<file path="src/rtl/fifo_rd_if.sv">
// Read-side handshake bundle for the asynchronous FIFO read controller.
//   rinc      : read request from the consumer
//   wptr_gray : write-domain Gray pointer (asynchronous to rclk)
//   raddr     : memory read address
//   rptr      : registered Gray read pointer, crosses to the write domain
//   rempty    : registered empty flag
//   rlevel    : registered read-side occupancy, 0..2^ADDR_SIZE
//   rq2_wptr  : synchronized write pointer (visibility only)
//   rundf     : sticky underflow flag, present only with RD_UNDERFLOW_FLAG_EN
// Modports: master = consumer/write-pointer source, slave = fifo_rd_ctrl.
interface fifo_rd_if #(
    parameter int unsigned ADDR_SIZE = 3
);
    logic                 rinc;
    logic [ADDR_SIZE:0]   wptr_gray;
    logic [ADDR_SIZE-1:0] raddr;
    logic [ADDR_SIZE:0]   rptr;
    logic                 rempty;
    logic [ADDR_SIZE:0]   rlevel;
    logic [ADDR_SIZE:0]   rq2_wptr;
`ifdef RD_UNDERFLOW_FLAG_EN
    logic                 rundf;
`endif

    modport master (
        output rinc, wptr_gray,
`ifdef RD_UNDERFLOW_FLAG_EN
        input  rundf,
`endif
        input  raddr, rptr, rempty, rlevel, rq2_wptr
    );

    modport slave (
        input  rinc, wptr_gray,
`ifdef RD_UNDERFLOW_FLAG_EN
        output rundf,
`endif
        output raddr, rptr, rempty, rlevel, rq2_wptr
    );
endinterface

</file>
<file path="src/rtl/fifo_rd_ctrl.sv">
// Read-side pointer and flag controller for the asynchronous FIFO.
// Keeps the binary read pointer and its Gray copy, synchronizes the write-domain
// Gray pointer with two flops, and derives the empty flag and read-side occupancy.
// Ports:
//   rclk : read-domain clock
//   rrst : asynchronous active-high reset
//   bus  : fifo_rd_if.slave (rinc, wptr_gray in; raddr, rptr, rempty, rlevel,
//          rq2_wptr out; rundf out when RD_UNDERFLOW_FLAG_EN is defined)
// Optional feature macro: RD_UNDERFLOW_FLAG_EN adds a sticky read-on-empty flag.
module fifo_rd_ctrl #(
    parameter int unsigned ADDR_SIZE = 3
) (
    input logic       rclk,
    input logic       rrst,
    fifo_rd_if.slave  bus
);
    logic [ADDR_SIZE:0] rbin;
    logic [ADDR_SIZE:0] rptr_q;
    logic [ADDR_SIZE:0] wq1;
    logic [ADDR_SIZE:0] rq2_wptr_q;
    logic [ADDR_SIZE:0] rlevel_q;
    logic               rempty_q;

    logic               pop;
    logic [ADDR_SIZE:0] rbin_next;
    logic [ADDR_SIZE:0] rgray_next;
    logic [ADDR_SIZE:0] wbin_s;

    always_comb begin
        pop        = bus.rinc & ~rempty_q;
        rbin_next  = rbin + {{ADDR_SIZE{1'b0}}, pop};
        rgray_next = (rbin_next >> 1) ^ rbin_next;
        // Gray to binary: each bit is the XOR of all Gray bits at and above it.
        wbin_s = '0;
        for (int i = 0; i <= int'(ADDR_SIZE); i++) begin
            wbin_s[i] = ^(rq2_wptr_q >> i);
        end
    end

    always_ff @(posedge rclk or posedge rrst) begin
        if (rrst) begin
            rbin       <= '0;
            rptr_q     <= '0;
            wq1        <= '0;
            rq2_wptr_q <= '0;
            rempty_q   <= 1'b1;
            rlevel_q   <= '0;
        end else begin
            rbin       <= rbin_next;
            rptr_q     <= rgray_next;
            wq1        <= bus.wptr_gray;
            rq2_wptr_q <= wq1;
            // Both flags use the post-pop pointer so a last-word pop empties on this edge,
            // and share operands so rempty and rlevel==0 always agree.
            rempty_q   <= (rgray_next == rq2_wptr_q);
            rlevel_q   <= wbin_s - rbin_next;
        end
    end

`ifdef RD_UNDERFLOW_FLAG_EN
    logic rundf_q;

    always_ff @(posedge rclk or posedge rrst) begin
        if (rrst) begin
            rundf_q <= 1'b0;
        end else begin
            rundf_q <= rundf_q | (bus.rinc & rempty_q);
        end
    end

    assign bus.rundf = rundf_q;
`endif

    assign bus.raddr    = rbin[ADDR_SIZE-1:0];
    assign bus.rptr     = rptr_q;
    assign bus.rempty   = rempty_q;
    assign bus.rlevel   = rlevel_q;
    assign bus.rq2_wptr = rq2_wptr_q;
endmodule

</file>
<file path="src/flat_wrapper.sv">
// flat-port wrapper written by rule: the top's interface ports become plain ports
module fifo_rd_ctrl_flat 
#(
    parameter int unsigned ADDR_SIZE = 3
)
  (rclk, rrst, bus_rinc, bus_wptr_gray, bus_raddr, bus_rptr, bus_rempty, bus_rlevel, bus_rq2_wptr);
  fifo_rd_if #(.ADDR_SIZE(ADDR_SIZE)) bus_i ();
  input logic rclk;
  input logic rrst;
  input wire logic [$bits(bus_i.rinc)-1:0] bus_rinc;
  input wire logic [$bits(bus_i.wptr_gray)-1:0] bus_wptr_gray;
  output wire logic [$bits(bus_i.raddr)-1:0] bus_raddr;
  output wire logic [$bits(bus_i.rptr)-1:0] bus_rptr;
  output wire logic [$bits(bus_i.rempty)-1:0] bus_rempty;
  output wire logic [$bits(bus_i.rlevel)-1:0] bus_rlevel;
  output wire logic [$bits(bus_i.rq2_wptr)-1:0] bus_rq2_wptr;
  assign bus_i.rinc = bus_rinc;
  assign bus_i.wptr_gray = bus_wptr_gray;
  assign bus_raddr = bus_i.raddr;
  assign bus_rptr = bus_i.rptr;
  assign bus_rempty = bus_i.rempty;
  assign bus_rlevel = bus_i.rlevel;
  assign bus_rq2_wptr = bus_i.rq2_wptr;
  fifo_rd_ctrl #(.ADDR_SIZE(ADDR_SIZE)) u_core (.rclk(rclk), .rrst(rrst), .bus(bus_i));
endmodule
</file>
<file path="config.mk">
export PLATFORM = sky130hd
export DESIGN_NAME = fifo_rd_ctrl_flat
export DESIGN_NICKNAME = d
export VERILOG_FILES = /design/src/rtl/fifo_rd_if.sv /design/src/rtl/fifo_rd_ctrl.sv /design/src/flat_wrapper.sv
export SDC_FILE = /design/constraint.sdc
export NUM_CORES = 1
export LEC_CHECK = 0
export ABC_AREA = 1
export CORE_UTILIZATION = 40
export CTS_CLUSTER_DIAMETER = 200
export DETAILED_ROUTE_END_ITERATION = 10
export PLACE_DENSITY = 0.7
export SLEW_MARGIN = 20
export SYNTH_ARGS = -nofsm -noshare
export SYNTH_HDL_FRONTEND = slang
export SYNTH_SLANG_ARGS = --single-unit
</file>
<file path="constraint.sdc">
create_clock -name rclk -period 1.9 [get_ports rclk]
set_input_delay 0.285 -clock rclk [delete_from_list [all_inputs] [get_ports rclk]]
set_output_delay 0.285 -clock rclk [all_outputs]
set_load 0.02 [all_outputs]
</file>
==> images/layer_met1.png <==
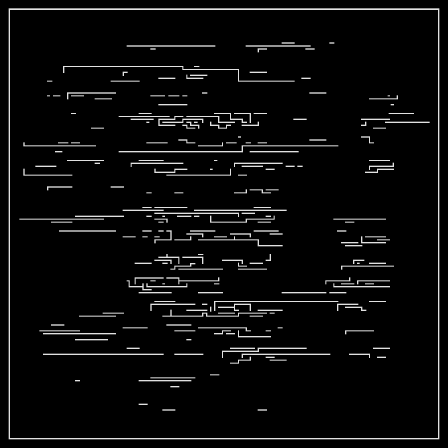
share of all routed wire = 44%
longest straight run = 14.3 µm
main direction = horizontal
via count of the routed design: 732
overall routed net length: 1504 µm

==> images/layer_met2.png <==
Scale bar: 10 µm.
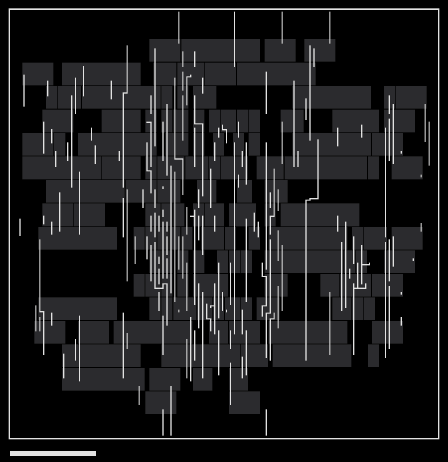
longest straight run = 22.1 µm
wire length on this layer = 746 µm
nets with wire on the layer = 119
share of all routed wire = 50%
main direction = vertical

==> flow_metrics.env <==
# yosys + openroad results
export IMPL_max_freq_mhz=554.2
export IMPL_ys_flops=20
export IMPL_drt_initial_drc_count=7
export IMPL_synth_most_common_cell="nand2_1"
export IMPL_dpl_worst_slack_ns=-0.2293
export IMPL_rsz0062_at_grt="no"
export IMPL_gp_congestion=0.7227
export IMPL_dp_hpwl_um=1203
export IMPL_timing_rr_end="u_core.bus.rlevel[2]$_DFF_PP0_"
export IMPL_synthSimpleGateAreaFrac_pct=28.35
export IMPL_clock_latency_ns=0.29
export IMPL_dr_pass1_iters=4
export IMPL_logic_family="simple AND/OR/NAND/NOR gates"
export IMPL_final_setup_skew_ns=0.006230
export IMPL_die_w_um=49.56
export IMPL_drtAntennaViolNets=0
export IMPL_synth_edff_count=0
export IMPL_postPlaceCellArea_um2=1246
export IMPL_grtUsageTotal_pct=15.25
export IMPL_crit_path_end_kind="register"
export IMPL_hold_path_class="in2async"
export IMPL_finalCriticalPeriod_ns=1.805
export IMPL_worstSetupEndpoint="u_core.bus.rlevel[2]$_DFF_PP0_"
export IMPL_ir_worst_vdd_v=0.0009187
export IMPL_die_h_um=49.56
export IMPL_syn_area_per_cell_um2=9.423
export IMPL_clock_sinks=20
export IMPL_outcome="complete, no violations"
export IMPL_cp_max_fo=3
export IMPL_ioPinCount=23
export IMPL_clk_pin_slew_ns=0.10
export IMPL_yosysCellCount=96
export IMPL_r2r_cells=11
export IMPL_power_density_nw_per_um2=1656
export IMPL_io_buffer_count=22
export IMPL_worst_slack_ns=0.09546
export IMPL_worstSetupPathType="in2reg"
export IMPL_yosysWarnings=0
export IMPL_fin_cells=159
export IMPL_crit_path_start="bus_rinc"
export IMPL_core_um2=2042
export IMPL_ys_types=14
export IMPL_cp_arrival_ns=1.99
export IMPL_yosys_area_share_xor_xnor_pct=4.841
export IMPL_worst_pin_slew_ns=0.2434
export IMPL_initial_core_util_pct=44.30
export IMPL_power_uw=2113
export IMPL_cts_hold_buffers=0
export IMPL_antenna_found_initial=0
export IMPL_mux_area_share_pct=0
export IMPL_nets=144
export IMPL_viasPerCell=4.604
export IMPL_drive_above_1_share_pct=23.48
export IMPL_hold_ws_ns=0.2932
export IMPL_slew_viol_final=0
export IMPL_grt_overflow_total=0
export IMPL_timing_final_hold_violations=0
export IMPL_synthToLayoutAreaGrowth_pct=41.08
export IMPL_rrSetupSlack_ns=0.12
export IMPL_synth_seq_share_pct=55.46
export IMPL_num_antenna_cells=0
export IMPL_synth_area_um2=904.6
export IMPL_maxSlewHeadroom_pct=83.77
export IMPL_grt_start_max_net_pins=21
export IMPL_warnings=26
export IMPL_dpl_cell_count=155
export IMPL_synth_main_ff_cell="dfrtp_1"
export IMPL_rr_startpoint="u_core.bus.rempty$_DFF_PP1_"
export IMPL_yosysChipArea_um2=904.6
export IMPL_synthTopCellsByCount="nand2_1, dfrtp_1, inv_1"
export IMPL_clockRootBuffer="clkbuf_4"
export IMPL_yosysTopAreaCell="dfrtp_1"
export IMPL_startpoint_type="input port"
export IMPL_htree_levels=1
export IMPL_aoi_share_pct=0
export IMPL_fillers=183
export IMPL_synth_adder_area_share_pct=5.533
export IMPL_cts_tree="yes"
export IMPL_p_leak_uw=0.0006447
==> images/layer_met3.png <==
Scale bar: 10 µm.
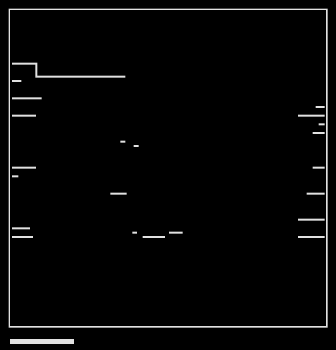
main direction = horizontal
share of all routed wire = 4.4%
nets with wire on the layer = 19

==> images/congestion.png <==
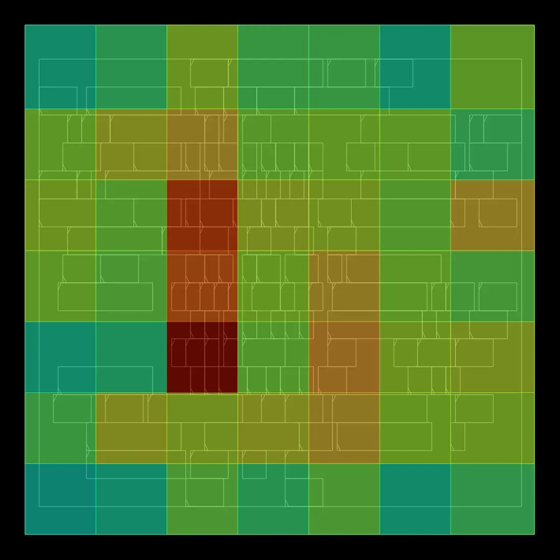
met3 Track Usage GR: 3.704%
GRT met2 Usage: 25.68%
gr busiest metal: met2
drt wl/cell: 9.459 µm
Finished Core Util: 62.50%

[area by class of cell]
cell class	instances	area (µm²)	share of cell area (%)
flip-flops and latches	20	503.0	39.41
multi-input cells	62	365.4	28.63
repair buffers	32	295.3	23.14
inverters	14	52.55	4.118
well taps	27	33.78	2.647
clock buffers	4	26.28	2.059
[critical path: stages]
cell and delay, ns:
clkdlybuf4s50_1 0.46, inv_1 0.04, nor2_1 0.10, ha_2 0.22, ha_4 0.21, inv_1 0.08, nand3_2 0.08, nand2_1 0.07
inv_1 0.04, ha_1 0.18, inv_1 0.05, nand2_1 0.05, xnor2_1 0.11
[layer usage]
layer | share of wire [%] | global-route usage, % | vias up
met5 | 0 | 0 | -
met4 | 1.5 | 7.143 | 0
met3 | 4.3 | 3.704 | 4
met2 | 50 | 25.68 | 24
met1 | 44 | 18.16 | 340
li1 | - | - | 364
[cell usage in the layout, fill, tap and decap left out, drive strengths merged]
cell / n
xnor2: 2
clkdlybuf4s50: 22
or2: 1
xor2: 3
clkbuf: 4
ha: 4
dfrtp: 19
dfstp: 1
nand2: 37
buf: 10
nor2: 5
inv: 14
nand3: 10
[logic make-up after synthesis]
group                      Yosys count
and+or+nand+nor                     53
DFF                                 20
buffers and inverters               14
xor gates and xnor gates             5
adders and majority gates            4
[flip-flops by register name (all words and copies together) (netlist names)]
name,cells
u_core.bus.rptr,3
u_core.rbin,4
u_core.wq1,4
u_core.bus.rlevel,4
u_core.bus.rq2_wptr,4
u_core.bus.rempty,1
[report_power, final]
| group | internal (µW) | leakage (µW) | switching, µW |
|---|---|---|---|
| Sequential | 567 | 0.000234 | 70.3 |
| Clock | 81.7 | 0.0000150 | 118 |
| Combinational | 643 | 0.000396 | 632 |
No activity file was given, so power comes from the tool's default toggle rates.
